## src/rtl/wb_arb_pkg.sv

```systemverilog
// Shared encodings for the two-master round-robin Wishbone arbiter.
package wb_arb_pkg;

  typedef enum logic [2:0] {
    IDLE  = 3'd0,
    G0    = 3'd1,
    G1    = 3'd2,
    TERR  = 3'd3,
    DRAIN = 3'd4
  } arb_state_e;

  localparam logic M0 = 1'b0;
  localparam logic M1 = 1'b1;

endpackage

```

## src/rtl/wb_arb_watchdog.sv

```systemverilog
// Slave wait-state counter; flags expiry on the last wait cycle that has
// no ack, so the owner FSM can force an error on the next edge.
module wb_arb_watchdog #(
  parameter int timeout = 255
) (
  input  logic clk_i,
  input  logic rst_ni,
  input  logic inc_i,
  input  logic clr_i,
  output logic expire_o
);

  localparam int CW = (timeout > 1) ? $clog2(timeout) : 1;
  localparam logic [CW-1:0] LIMIT = CW'(timeout - 1);
  localparam bit ENABLED = (timeout != 0);

  logic [CW-1:0] cnt_q, cnt_d;

  // Clear takes priority so an ack in a wait cycle never counts.
  always_comb begin
    cnt_d = cnt_q;
    if (clr_i)      cnt_d = '0;
    else if (inc_i) cnt_d = cnt_q + CW'(1);
  end

  // Counter register.
  always_ff @(posedge clk_i or negedge rst_ni) begin
    if (!rst_ni) cnt_q <= '0;
    else         cnt_q <= cnt_d;
  end

  // inc_i already excludes ack/err, so an ack on the limit cycle wins.
  assign expire_o = ENABLED && inc_i && (cnt_q == LIMIT);

endmodule

```

## src/rtl/wb_rr_arbiter.sv

```systemverilog
// Two-master / one-slave Wishbone arbiter. Grant is locked for the whole
// cyc, handed over without an idle bubble, and a stuck slave is cut off
// by the watchdog (error to the owner, then drain until it drops cyc).
module wb_rr_arbiter import wb_arb_pkg::*; #(
  parameter int adr_width = 32,
  parameter int dat_width = 32,
  parameter int timeout   = 255
) (
  input  logic                   clk,
  input  logic                   reset_n,
  input  logic [adr_width-1:0]   m0_adr_i,
  input  logic [dat_width-1:0]   m0_dat_i,
  output logic [dat_width-1:0]   m0_dat_o,
  input  logic [dat_width/8-1:0] m0_sel_i,
  input  logic                   m0_we_i,
  input  logic                   m0_cyc_i,
  input  logic                   m0_stb_i,
  output logic                   m0_ack_o,
  output logic                   m0_err_o,
  input  logic [adr_width-1:0]   m1_adr_i,
  input  logic [dat_width-1:0]   m1_dat_i,
  output logic [dat_width-1:0]   m1_dat_o,
  input  logic [dat_width/8-1:0] m1_sel_i,
  input  logic                   m1_we_i,
  input  logic                   m1_cyc_i,
  input  logic                   m1_stb_i,
  output logic                   m1_ack_o,
  output logic                   m1_err_o,
  output logic [adr_width-1:0]   s_adr_o,
  output logic [dat_width-1:0]   s_dat_o,
  input  logic [dat_width-1:0]   s_dat_i,
  output logic [dat_width/8-1:0] s_sel_o,
  output logic                   s_we_o,
  output logic                   s_cyc_o,
  output logic                   s_stb_o,
  input  logic                   s_ack_i,
  input  logic                   s_err_i,
  output logic [1:0]             gnt_o
);

  arb_state_e state_q, state_d;
  logic       last_q, last_d;   // last granted master; also the current owner
  logic       req0, req1, granted, own_cyc, oth_req;
  logic       wd_inc, wd_clr, wd_expire;

  assign req0    = m0_cyc_i & m0_stb_i;
  assign req1    = m1_cyc_i & m1_stb_i;
  assign granted = (state_q == G0) || (state_q == G1);
  assign own_cyc = (last_q == M1) ? m1_cyc_i : m0_cyc_i;
  assign oth_req = (last_q == M1) ? req0 : req1;

  // Arbitration and bus-cycle ownership.
  always_comb begin
    state_d = state_q;
    last_d  = last_q;
    case (state_q)
      IDLE: begin
        if (req0 && req1) begin
          last_d  = ~last_q;
          state_d = (last_q == M1) ? G0 : G1;
        end else if (req0) begin
          last_d  = M0;
          state_d = G0;
        end else if (req1) begin
          last_d  = M1;
          state_d = G1;
        end
      end
      G0, G1: begin
        if (!own_cyc) begin
          if (oth_req) begin
            last_d  = ~last_q;
            state_d = (last_q == M1) ? G0 : G1;
          end else begin
            state_d = IDLE;
          end
        end else if (wd_expire) begin
          state_d = TERR;
        end
      end
      TERR:    state_d = DRAIN;
      DRAIN:   if (!own_cyc) state_d = IDLE;
      default: state_d = IDLE;
    endcase
  end

  // State and round-robin pointer; m0 wins the first contention.
  always_ff @(posedge clk or negedge reset_n) begin
    if (!reset_n) begin
      state_q <= IDLE;
      last_q  <= M1;
    end else begin
      state_q <= state_d;
      last_q  <= last_d;
    end
  end

  // Zero-latency pass-through for the owner; late slave responses outside
  // a grant are swallowed.
  always_comb begin
    s_adr_o  = '0;
    s_dat_o  = '0;
    s_sel_o  = '0;
    s_we_o   = 1'b0;
    s_cyc_o  = 1'b0;
    s_stb_o  = 1'b0;
    m0_dat_o = '0;
    m1_dat_o = '0;
    m0_ack_o = 1'b0;
    m1_ack_o = 1'b0;
    m0_err_o = 1'b0;
    m1_err_o = 1'b0;
    if (granted) begin
      if (last_q == M1) begin
        s_adr_o  = m1_adr_i;
        s_dat_o  = m1_dat_i;
        s_sel_o  = m1_sel_i;
        s_we_o   = m1_we_i;
        s_cyc_o  = m1_cyc_i;
        s_stb_o  = m1_stb_i;
        m1_dat_o = s_dat_i;
        m1_ack_o = s_ack_i;
        m1_err_o = s_err_i;
      end else begin
        s_adr_o  = m0_adr_i;
        s_dat_o  = m0_dat_i;
        s_sel_o  = m0_sel_i;
        s_we_o   = m0_we_i;
        s_cyc_o  = m0_cyc_i;
        s_stb_o  = m0_stb_i;
        m0_dat_o = s_dat_i;
        m0_ack_o = s_ack_i;
        m0_err_o = s_err_i;
      end
    end else if (state_q == TERR) begin
      if (last_q == M1) m1_err_o = 1'b1;
      else              m0_err_o = 1'b1;
    end
  end

  assign gnt_o = (state_q == IDLE) ? 2'b00 : ((last_q == M1) ? 2'b10 : 2'b01);

  assign wd_inc = granted & s_stb_o & ~s_ack_i & ~s_err_i;
  assign wd_clr = s_ack_i | s_err_i | (state_d != state_q);

  wb_arb_watchdog #(.timeout(timeout)) u_wdog (
    .clk_i    (clk),
    .rst_ni   (reset_n),
    .inc_i    (wd_inc),
    .clr_i    (wd_clr),
    .expire_o (wd_expire)
  );

endmodule

```

## config.mk

```make
export PLATFORM = sky130hd
export DESIGN_NAME = wb_rr_arbiter
export DESIGN_NICKNAME = d
export VERILOG_FILES = /design/src/rtl/wb_arb_pkg.sv /design/src/rtl/wb_arb_watchdog.sv /design/src/rtl/wb_rr_arbiter.sv
export SDC_FILE = /design/constraint.sdc
export NUM_CORES = 1
export LEC_CHECK = 0
export ABC_AREA = 1
export CORE_AREA = 2 2 122 124
export CTS_CLUSTER_DIAMETER = 60
export DETAILED_ROUTE_END_ITERATION = 7
export DIE_AREA = 0 0 124 126
export SYNTH_ARGS = -nofsm -noshare
export SYNTH_HDL_FRONTEND = slang
export SYNTH_HIERARCHICAL = 1
export SYNTH_SLANG_ARGS = --single-unit
```

## constraint.sdc

```tcl
create_clock -name clk -period 4.12 [get_ports clk]
set_clock_uncertainty 0.05 [all_clocks]
set_input_delay 0.824 -clock clk [delete_from_list [all_inputs] [get_ports clk]]
set_output_delay 0.824 -clock clk [all_outputs]
set_load 0.05 [all_outputs]
```

Figure 1. Sequential cells grouped by signal name.
Bar = 20 um. Other sequential cells in the stronger gray, the rest of the logic in the fainter gray.
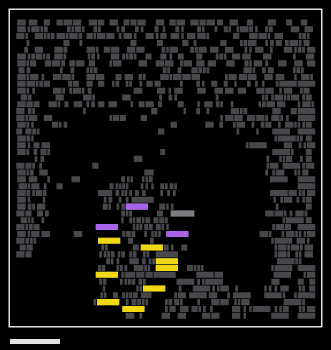
Key: purple = state_q [sequential cells 3]; yellow = u_wdog/cnt_q [sequential cells 8, where bottom center]

Figure 2. M1 wires.
Bar = 20 um.
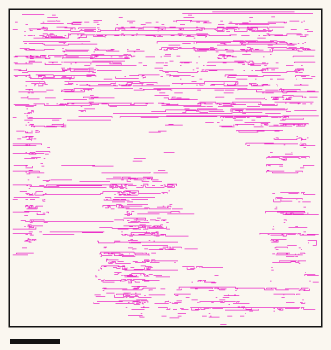
The wires run mostly horizontal. The layer holds 38% of the routed length. The layer carries 5330 um of wire. 799 nets have wire on it.

Figure 3. Layout detail.
Bar = 20 um. Window x 37 to 87, y 63 to 113 um. Cells in gray, sequential cells in the stronger gray; small squares are vias.
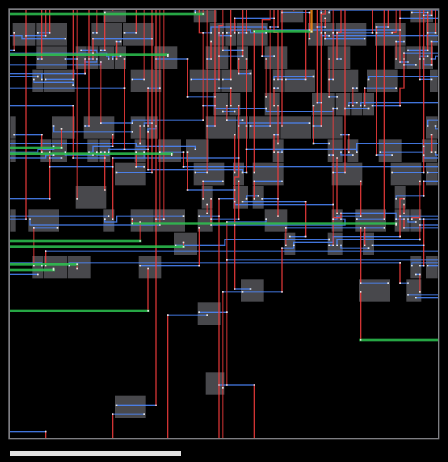
Key: green = met3; red = met2; orange = met4; blue = met1
Sequential cells in the window: 0. 103 logic cells have their middle in the window. Most frequent: nand2_1 (34), clkdlybuf4s50_1 (30), buf_4 (22).

==> deck_impl_summary.md <==
Physical Implementation Snapshot

Critical path
  • Required time worst endpoint: between 3000 and 4000 ps
  • Cells on worst reg2reg path: 16
  • Delay of the slowest cell on the worst path: about 840 ps
  • R2R Setup Slk: about 1000 ps
  • CP Class: flip-flop to primary output
  • CP Capture Type: primary output
  • Arrival time at the worst endpoint: ~2400 ps
  • Max FO, Critical Path: 34
  • WP buf/inv: 3
  • RR Endpoint: u_wdog/cnt_q[7]
  • Critical R2R Launch: last_q
  • Setup crit start kind: flip-flop
  • CP max stage cell: clkdlybuf4s50_1
  • Critical path's top delay family: buffers and inverters
  • Worst-path cell chain: nand2_1, nand2_2, inv_2, nand2_2, nor2_1, inv_2, nor2_1, clkdlybuf4s50_1

Routing
  • Drt drc: 0
  • Wirelength per Cell: ~15 um
  • Via count: between 3k and 4k
  • Post-Route WL: 14100 um
  • DR vias/cell: 4.12
  • Drt initial violations: 232
  • TritonRoute pass-1 iters: 4
  • ANT nets after route: 0

Global routing
  • Largest net degree at the start of global routing: around 55
  • Initial antenna violation count: 1
  • Gr ovfl total: 0
  • GRT Resource Usage Total: approximately 17%
  • Met1 Use GR: a little under a fifth
  • Vias in the first global route: ~3.7k
  • Most used routing layer: met2
  • Met3 Use GR: 6.52%
  • Met2 Resource Use GR: between 20% and 30%
  • First-pass GRT wire length: approximately 20000 um

Synth
  • Synthesis area per yosys: around 2300 um^2
  • Syn Std Cell Area: 2320 um^2
  • Synthesized registers: 12
  • Synthesized instance count: just under 500
  • Top area cells in the synthesized netlist: nand2_1 29%, a21oi_1 16%, nor2_1 15%
  • Post-Syn Nets: 661
  • Synth warn: 6
  • Yosys Instances: a little under 500
  • Yosys cell types: 25
  • Sequential area share after synthesis: 13.0%
  • Syn_area_per_cell: just under 5 um^2
  • Synth area leader: nand2_1
  • Area fraction of the dominant cell type after synthesis: between 20% and 30%

Clocking
  • Clk slew on worst S/H paths: around 40 ps
  • Post CTS Setup Buffer Count: 0
  • Latest clock arrival within the worst-skew pair: ~240 ps
  • Clock sinks: 12
  • Htree depth: 1
  • Root Buffer: clkbuf_16
  • PostCTS Resize Cnt: 0
  • Max clock buf depth: 2
  • CTS tree: built
  • CTS Hold Buffers Added: 0
  • CTS Buf Count: 3

Timing
  • Normalized max-slew margin: 60.3%
  • Final hold vios: 0
  • TNS Setup: 0 ps
  • Worst-Margin Slew: 594 ps
  • Fmax: ~0.31 GHz
  • Final min period: ~3300 ps
  • Finish-stage setup viols: 0
  • Max Slew Vio Count: 0
  • Worst setup margin: between 800 and 900 ps
  • Hold slack: between 400 and 500 ps
  • RSZ-0062 raised after global routing: false
  • Period utilization: 79.1%

Placement
  • Place WS: slightly below 600 ps
  • Area of placed instances: ~5700 um^2
  • GPL Wtd Cong: ~0.83
  • HPWL Detailed: around 12000 um
  • I/O Buffers: between 300 and 400

Finish
  • Post-route cell area: 5820 um^2
  • Share of layout cells above drive strength 1: between 10% and 20%
  • Total Nets Final: 961
  • Area delta synth->final: 150%
  • Ant. Diodes: 0

Die
  • Core area: about 14000 um^2
  • Starting Density: 16.2%
  • Std cell rows: approximately 44
  • Die area: approximately 16000 um^2
  • Die width: about 120 um
  • Die y size: 126 um
  • Number of I/O pins: approximately 320

Pwr
  • Total Power: roughly 4700 uW
  • Gate power share: between 90% and 100%
  • Sw frac: around two thirds
  • Net Sw Power: between 3000 and 4000 uW
  • Cell Int Power: around 1600 uW
  • Flop pwr share: 3.9%
  • Power Dens Cells: 811 nW/um^2
  • VDD IR max: 0.380 mV
  • Leak: roughly 0.0028 uW
  • Clk pwr share: 3.9%

Run
  • Tool Warnings: 27
  • # Max-Cap Violations: 0

Min path
  • Worst Hold Depth: 2
  • Hold path endpoint: u_wdog/cnt_q[4]
  • HP Start: u_wdog/cnt_q[4]
  • Worst hold-check path type: flip-flop to flip-flop

Outcome
  • Status: completed
## stage by stage
step           std cells  utilization (%)
6_report             964             40.7
4_1_cts              964             40.7
5_1_grt              964             40.7
3_3_place_gp         960             40.1
2_1_floorplan        481                -
3_5_place_dp         960             40.1
## area by class of cell
| class | count | area, um^2 |
|---|---|---|
| Clock buffer | 4 | 78.8 |
| Fill cell | 1500 | 8490 |
| Inverter | 51 | 194 |
| Multi-Input combinational cell | 388 | 1670 |
| Sequential cell | 12 | 302 |
| Tap cell | 184 | 230 |
| Timing Repair Buffer | 325 | 3340 |
## registers in the layout (all words and copies together) (netlist names)
signal        cells
u_wdog/cnt_q      8
state_q           3
last_q            1
## worst min-delay path: stages, from the launching register on
cell and delay [ps]:
dfrtp_1 370, nand2_1 60, nand2_1 50
## layer usage
layer	wire, um	vias up	share of wire, %
met1	5330	1699	38
met2	6800	183	48
met4	151	2	1.1
li1	-	2075	-
met3	1770	11	13
met5	13	-	0.092
## worst max path at each step
stage / from / end / slack [ps] / depth (start not counted)
floorplan: s_err_i / u_wdog/cnt_q[7] / 940 / 16
global route: s_err_i / u_wdog/cnt_q[7] / 530 / 17
finish: state_q[0] / m0_dat_o[3] / 860 / 8
global placement: s_err_i / u_wdog/cnt_q[5] / 650 / 18
CTS: s_err_i / u_wdog/cnt_q[5] / 830 / 19
detailed placement: s_err_i / u_wdog/cnt_q[1] / 590 / 16
## cells in the mapped netlist
cell type / count
inv_4: 1
buf_2: 18
nor4_1: 1
a21oi_4: 1
nand3_1: 15
or2_2: 2
a21oi_1: 73
nand2_2: 4
nor3_1: 3
buf_6: 1
nand4_1: 3
inv_1: 47
nand2_1: 182
nor2_2: 3
nand3_2: 1
ha_1: 2
clkbuf_1: 7
inv_2: 3
a21oi_2: 1
buf_4: 4
dfrtp_1: 11
o21ai_0: 4
dfstp_2: 1
nor2_1: 90
nor2_4: 3
## power groups by stage
stage                     clock (uW)  sequential (uW)  combinational (uW)
after floorplan                    0              158                2900
after global placement             0              187                4400
after detailed placement           0              187                4380
after CTS                        188              185                4390
after global routing             196              188                4630
final                            184              185                4350
## layout by cell type (no fill, tap or decap)
cell             synthesis  layout
a21oi_1                 73      73
a21oi_2                  1       1
a21oi_4                  1       1
buf_12                   0      33
buf_4                    4      96
clkbuf_1                 7       1
clkbuf_16                0       3
clkdlybuf4s50_1          0     196
dfrtp_1                 11      11
dfstp_2                  1       1
ha_1                     2       2
inv_1                   47      47
inv_2                    3       3
inv_4                    1       1
nand2_1                182     182
nand2_2                  4       4
nand3_1                 15      15
nand3_2                  1       1
nand4_1                  3       3
nor2_1                  90      90
nor2_2                   3       3
nor2_4                   3       3
nor3_1                   3       3
nor4_1                   1       1
o21ai_0                  4       4
or2_2                    2       2
## cells by family (layout without fill, tap and decap cells)
kind of cell / count (synthesis) / after routing / share of synthesized area [%]
DFF: 12 / 12 / 13.0
and+or+nand+nor: 307 / 307 / 53.2
AOI/OAI and AO/OA: 79 / 79 / 17.7
adders and majority gates: 2 / 2 / 1.08
buffers and inverters: 81 / 380 / 15.1
Power figures rest on the tool's default switching activity, not on a simulated workload.
